## src/rtl/lockstep_pkg.sv

```systemverilog
// -----------------------------------------------------------------------------
// lockstep_pkg
//   Shared types and helpers for the lockstep checker.
//   - lockstep_state_t : checker FSM state encoding (WARMUP / CHECK / FAULT)
//   - first_set_idx()  : index of the lowest set bit of a channel vector. It is
//                        used to report which channel failed first within a cycle.
//   Optional feature macro used by the checker: LOCKSTEP_CAPTURE_EN.
// -----------------------------------------------------------------------------
package lockstep_pkg;

  typedef enum logic [1:0] {
    WARMUP = 2'd0,
    CHECK  = 2'd1,
    FAULT  = 2'd2
  } lockstep_state_t;

  // Widest channel vector the index search accepts. Narrower vectors are
  // zero-extended by the caller.
  localparam int unsigned MAX_CH = 64;
  localparam int unsigned IDX_W  = 7;

  // Lowest set bit wins; returns 0 for an all-zero vector.
  function automatic logic [IDX_W-1:0] first_set_idx(input logic [MAX_CH-1:0] v);
    logic [IDX_W-1:0] idx;
    logic             found;
    idx   = '0;
    found = 1'b0;
    for (int i = 0; i < MAX_CH; i++) begin
      if (!found && v[i]) begin
        idx   = IDX_W'(i);
        found = 1'b1;
      end
    end
    return idx;
  endfunction

endpackage

```

## src/rtl/lockstep_delay_line.sv

```systemverilog
// -----------------------------------------------------------------------------
// lockstep_delay_line
//   Fixed-depth register pipeline with synchronous clear. Used to delay the
//   packed reference stream {valid, data} per channel so that it lines up with
//   the late shadow stream.
//   Parameters : W     - bits per stage
//                DEPTH - number of register stages (>= 1)
//   Ports      : clk   - clock
//                rst   - synchronous active-high reset, zeroes every stage
//                clr   - synchronous clear, same effect as rst
//                d     - stage 0 input
//                q     - output of the last stage (DEPTH cycles after d)
// -----------------------------------------------------------------------------
module lockstep_delay_line
  import lockstep_pkg::*;
#(
  parameter int W     = 8,
  parameter int DEPTH = 1
) (
  input  logic         clk,
  input  logic         rst,
  input  logic         clr,
  input  logic [W-1:0] d,
  output logic [W-1:0] q
);

  logic [W-1:0] stage_q [DEPTH];

  always_ff @(posedge clk) begin
    if (rst || clr) begin
      for (int i = 0; i < DEPTH; i++) begin
        stage_q[i] <= '0;
      end
    end else begin
      stage_q[0] <= d;
      for (int i = 1; i < DEPTH; i++) begin
        stage_q[i] <= stage_q[i-1];
      end
    end
  end

  assign q = stage_q[DEPTH-1];

endmodule

```

## config.mk

```make
export PLATFORM = sky130hd
export DESIGN_NAME = lockstep_delay_line
export DESIGN_NICKNAME = d
export VERILOG_FILES = /design/src/rtl/lockstep_pkg.sv /design/src/rtl/lockstep_delay_line.sv
export SDC_FILE = /design/constraint.sdc
export NUM_CORES = 1
export LEC_CHECK = 0
export CAP_MARGIN = 0
export CORE_AREA = 2 2 39 41
export DETAILED_ROUTE_END_ITERATION = 8
export DIE_AREA = 0 0 41 43
export DONT_BUFFER_PORTS = 1
export GPL_ROUTABILITY_DRIVEN = 1
export MAX_ROUTING_LAYER = met4
export PLACE_DENSITY_LB_ADDON = 0.25
export SYNTH_ARGS = -nofsm -noshare
export SYNTH_HDL_FRONTEND = slang
export SYNTH_SLANG_ARGS = --single-unit
export TNS_END_PERCENT = 50
```

## constraint.sdc

```tcl
create_clock -name clk -period 0.8 [get_ports clk]
set_input_delay 0.16 -clock clk [delete_from_list [all_inputs] [get_ports clk]]
set_output_delay 0.16 -clock clk [all_outputs]
set_load 0.005 [all_outputs]
```

==> notes.md <==
Global routing used 8.02% of the available tracks. Post-CTS timing repair inserted 0 buffers for setup. The tools report the termination of the worst setup path as q[5]. According to the floorplan report, the placeable core area is 1380 um^2. The leftover overflow at the end of global routing is 0. Across the VDD grid, the largest voltage drop is 0.827 mV. The final wirelength is 570 um, and the wire length of the first global-routing pass is 765 um.

With the area fraction in mux cells at 0%, the yosys cell count is 18. STA puts the critical path data required time at 0.64 ns. Using the TritonRoute via totals, the vias-per-cell ratio works out to 4.02.

For reference, the placement row count at floorplan is 14. Post-CTS repair ended up resizing 0 cells. Summing all flip-flop and latch instances after layout gives 160 um^2. Dominant non-sequential cell family after synthesis: simple AND/OR/NAND/NOR gates. The synthesized instance count is 18. Buffers inserted during clock tree synthesis total 3.

Synthesized flop and latch total: 8. Counting along the longest clock path gives a buffer depth of 2. The number of flip-flops in the largest register was 8; the post-synthesis adder-cell area fraction was 0%. The simple logic cell fraction of the synthesized area was 35.4%; the number of antenna violations at the first check in global routing was 0. The tools report the minimum hold slack as 0.0795 ns. TritonCTS built the clock tree.

Per the OpenROAD floorplan log, the height of the die is 43 um. Detailed-routing iteration count for the pre-antenna-repair pass: 1. The run gives 0 as the number of failing hold endpoints at the final stage. The run gives 0 ns as the aggregate negative setup slack. The die covers 1760 um^2. In the final report, the number of endpoints failing setup comes to 0. With the number of logic stages on the critical path including buffering at 0, the starting density of the core is 20.4%.

The sequential element share of the synthesized area came out at 56.6%. When the netlist entered floorplanning its net count stood at 29. Per the log, the first TritonRoute iteration ended with a DRC count of 0.

Final worst-path cycle share: 91.3%. For the last weighted congestion value of the routability-driven placer, the log shows 0.468. CTS placed an instance of clkbuf_4 at the clock tree root. With the share of the synthesized netlist area taken by xor and xnor gates at 0%, the number of nets in the layout is 39. The actual slew at the worst max-slew pin is 0.210 ns.

For this design the ratio of total power to cell area is 2020 nW/um^2. The worst setup path is captured at an output port. Cells with a size suffix above 1 make up 42.3% of the layout.

Across the run, the number of max-cap violations was 0. The antenna cell count was 0. For reference, the post-synthesis area per instance comes to 15.7 um^2.

The chip area line of the yosys report is 283 um^2. The run gives 33.6% for the post-synthesis to final-layout area growth. In the layout the commonest cells are nor3b_2, dfxtp_1, dlygate4sd3_1. The logs give 0 for the number of max-slew violations in the final report and 0 for the DRC violation count after routing. Top achievable clock speed: 1.37 GHz. After synthesis the cells add up to 283 um^2. The run gives 8 for the total clock sinks. Input and output buffers added on the ports amount to 0.

STA classifies the critical path startpoint as a flop. The die is 41 um wide. With the maximum number of pins on one net before global-route repair at 7, the count of antenna-violating nets left after detailed routing is 0. Summing all multi-input logic gate instances after layout gives 100 um^2.

Summing over the stages, the warning tally comes to 26. The flow ran to the end, and the final reports show no timing, DRC or antenna violations. For the worst setup path, the data arrival time is 0.57 ns. Setup repair after global routing left no endpoint under its margin. The tools report the launch point of the critical path as stage_q[0][5]. The netlist uses 3 different library cells.

Largest register by flop count: stage_q. The class of the most critical setup path was flop to output port. With the post-detailed-route wirelength per cell at 13.6 um, the I/O pin count is 19.

Of the total synthesized cell area, the portion taken by AND-OR and OR-AND cells is 0%. The registers of the reported paths see a clock transition of 0.05 ns. The filler cells instantiated in the layout total 148. The registers reported with the highest flop counts are stage_q x8.

The via count of the first global-routing pass was 201; the number of H-tree levels was 1. Per the placement report, the placed cell count is 32. The analysis attributes to cell leakage a power of 0.000162 uW. The worst-path maximum fanout was 1. The worst hold path class is input port to flop. The detailed router placed 169 vias in this run. For this design, the CTS-stage hold fixing added 7 buffers. The worst path needs 0.730 ns of the cycle, external delays included. Excluding fillers, the count of instances in the completed layout stands at 42. The slew check shows that the tightest pin keeps a relative margin of 86.0%.

The count of synthesis-stage warnings from yosys was 0.
==> worst min path at each step <==
stage,start,slack [ns],endpoint,cells past startpoint
after floorplan,d[0],0.32,stage_q[0][0],1
after global placement,clr,0.23,stage_q[0][2],1
after detailed placement,clr,0.23,stage_q[0][2],1
after CTS,d[6],0.07,stage_q[0][6],1
after global routing,d[6],0.07,stage_q[0][6],1
final,d[6],0.08,stage_q[0][6],1
==> routing by layer <==
| metal | share of wire (%) | wire length [um] | up-vias | global-route usage [%] |
|---|---|---|---|---|
| met3 | 13 | 76 | 0 | 10.5 |
| li1 | - | - | 77 | - |
| met5 | 0 | 0 | - | - |
| met2 | 61 | 349 | 13 | 13.1 |
| met4 | 0 | 0 | 0 | 4.00 |
| met1 | 25 | 144 | 79 | 3.21 |
==> synth_stat cells <==
cell type,number,area share [%]
buf_6,2,8.0
dfxtp_1,8,57
nor3b_2,8,35
==> power breakdown <==
part / internal [uW] / total [uW] / leakage [uW] / switching (uW)
combinational: 37.4 / 50.1 / 0.0000823 / 12.7
sequential: 416 / 423 / 0.0000657 / 7.42
clock: 170 / 289 / 0.0000138 / 119
total: 623 / 762 / 0.000162 / 139
==> layout make-up <==
| type | instances | area share (%) |
|---|---|---|
| clock buffers | 3 | 5.96 |
| multi-input cells | 8 | 26.5 |
| flip-flops and latches | 8 | 42.4 |
| well taps | 16 | 5.30 |
| repair buffers | 7 | 19.9 |
==> per-stage QoR <==
step | setup slack (ns) | power [uW] | instance area (um^2) | util [%]
after floorplan | 0.302 | 474 | 283 | -
after global placement | 0.331 | 451 | 280 | 20.3
after detailed placement | 0.319 | 453 | 280 | 20.3
after CTS | 0.00327 | 782 | 373 | 26.9
after global routing | 0.0287 | 815 | 378 | 27.3
final | 0.0696 | 762 | 378 | 27.3
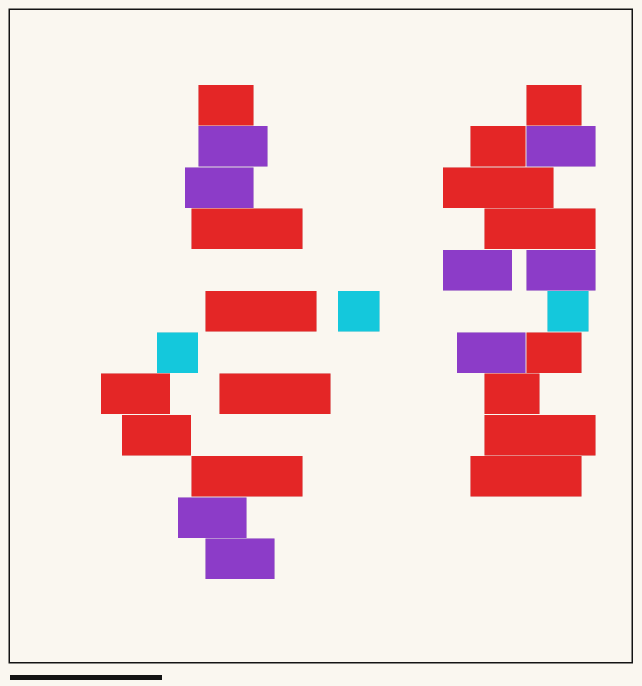
sizing.png
The bar under the picture is 10 um long.
Key: purple = x2 [cells 8, share 31%, most used nor3b_2]; cyan = x3 and x4 [cells 3, share 12%, most used clkbuf_4]; red = x1 and smaller [cells 15, share 58%, most used dfxtp_1]

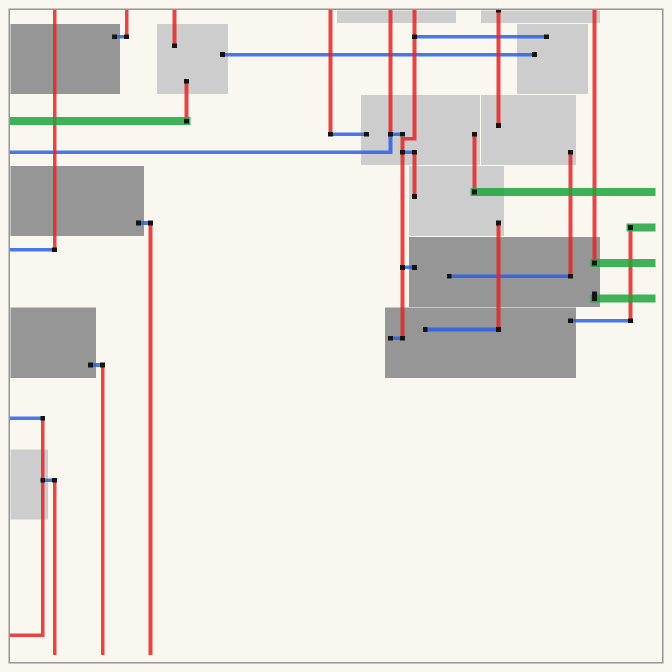
closeup.png
Window x 16 to 41, y 0 to 25 um. Cells in grey, sequential cells in the stronger grey; small squares are vias.
Key: red = M2; green = M3; blue = M1
Netlist names of flops here include `stage_q` (4). 9 logic cells have their middle in the window. Most frequent: dfxtp_1 (4), clkbuf_4 (2), dlygate4sd3_1 (2). Sequential cells in the window: 4.

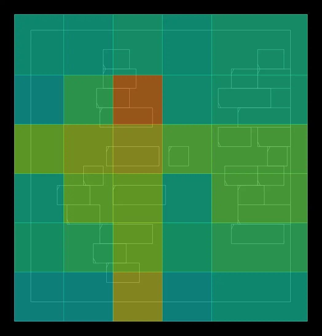
congestion_map.png
GR Layer Usage met1: 3.21%
fraction of met2 tracks used by global routing: 13.1%

Power figures rest on the tool's default switching activity, not on a simulated workload.
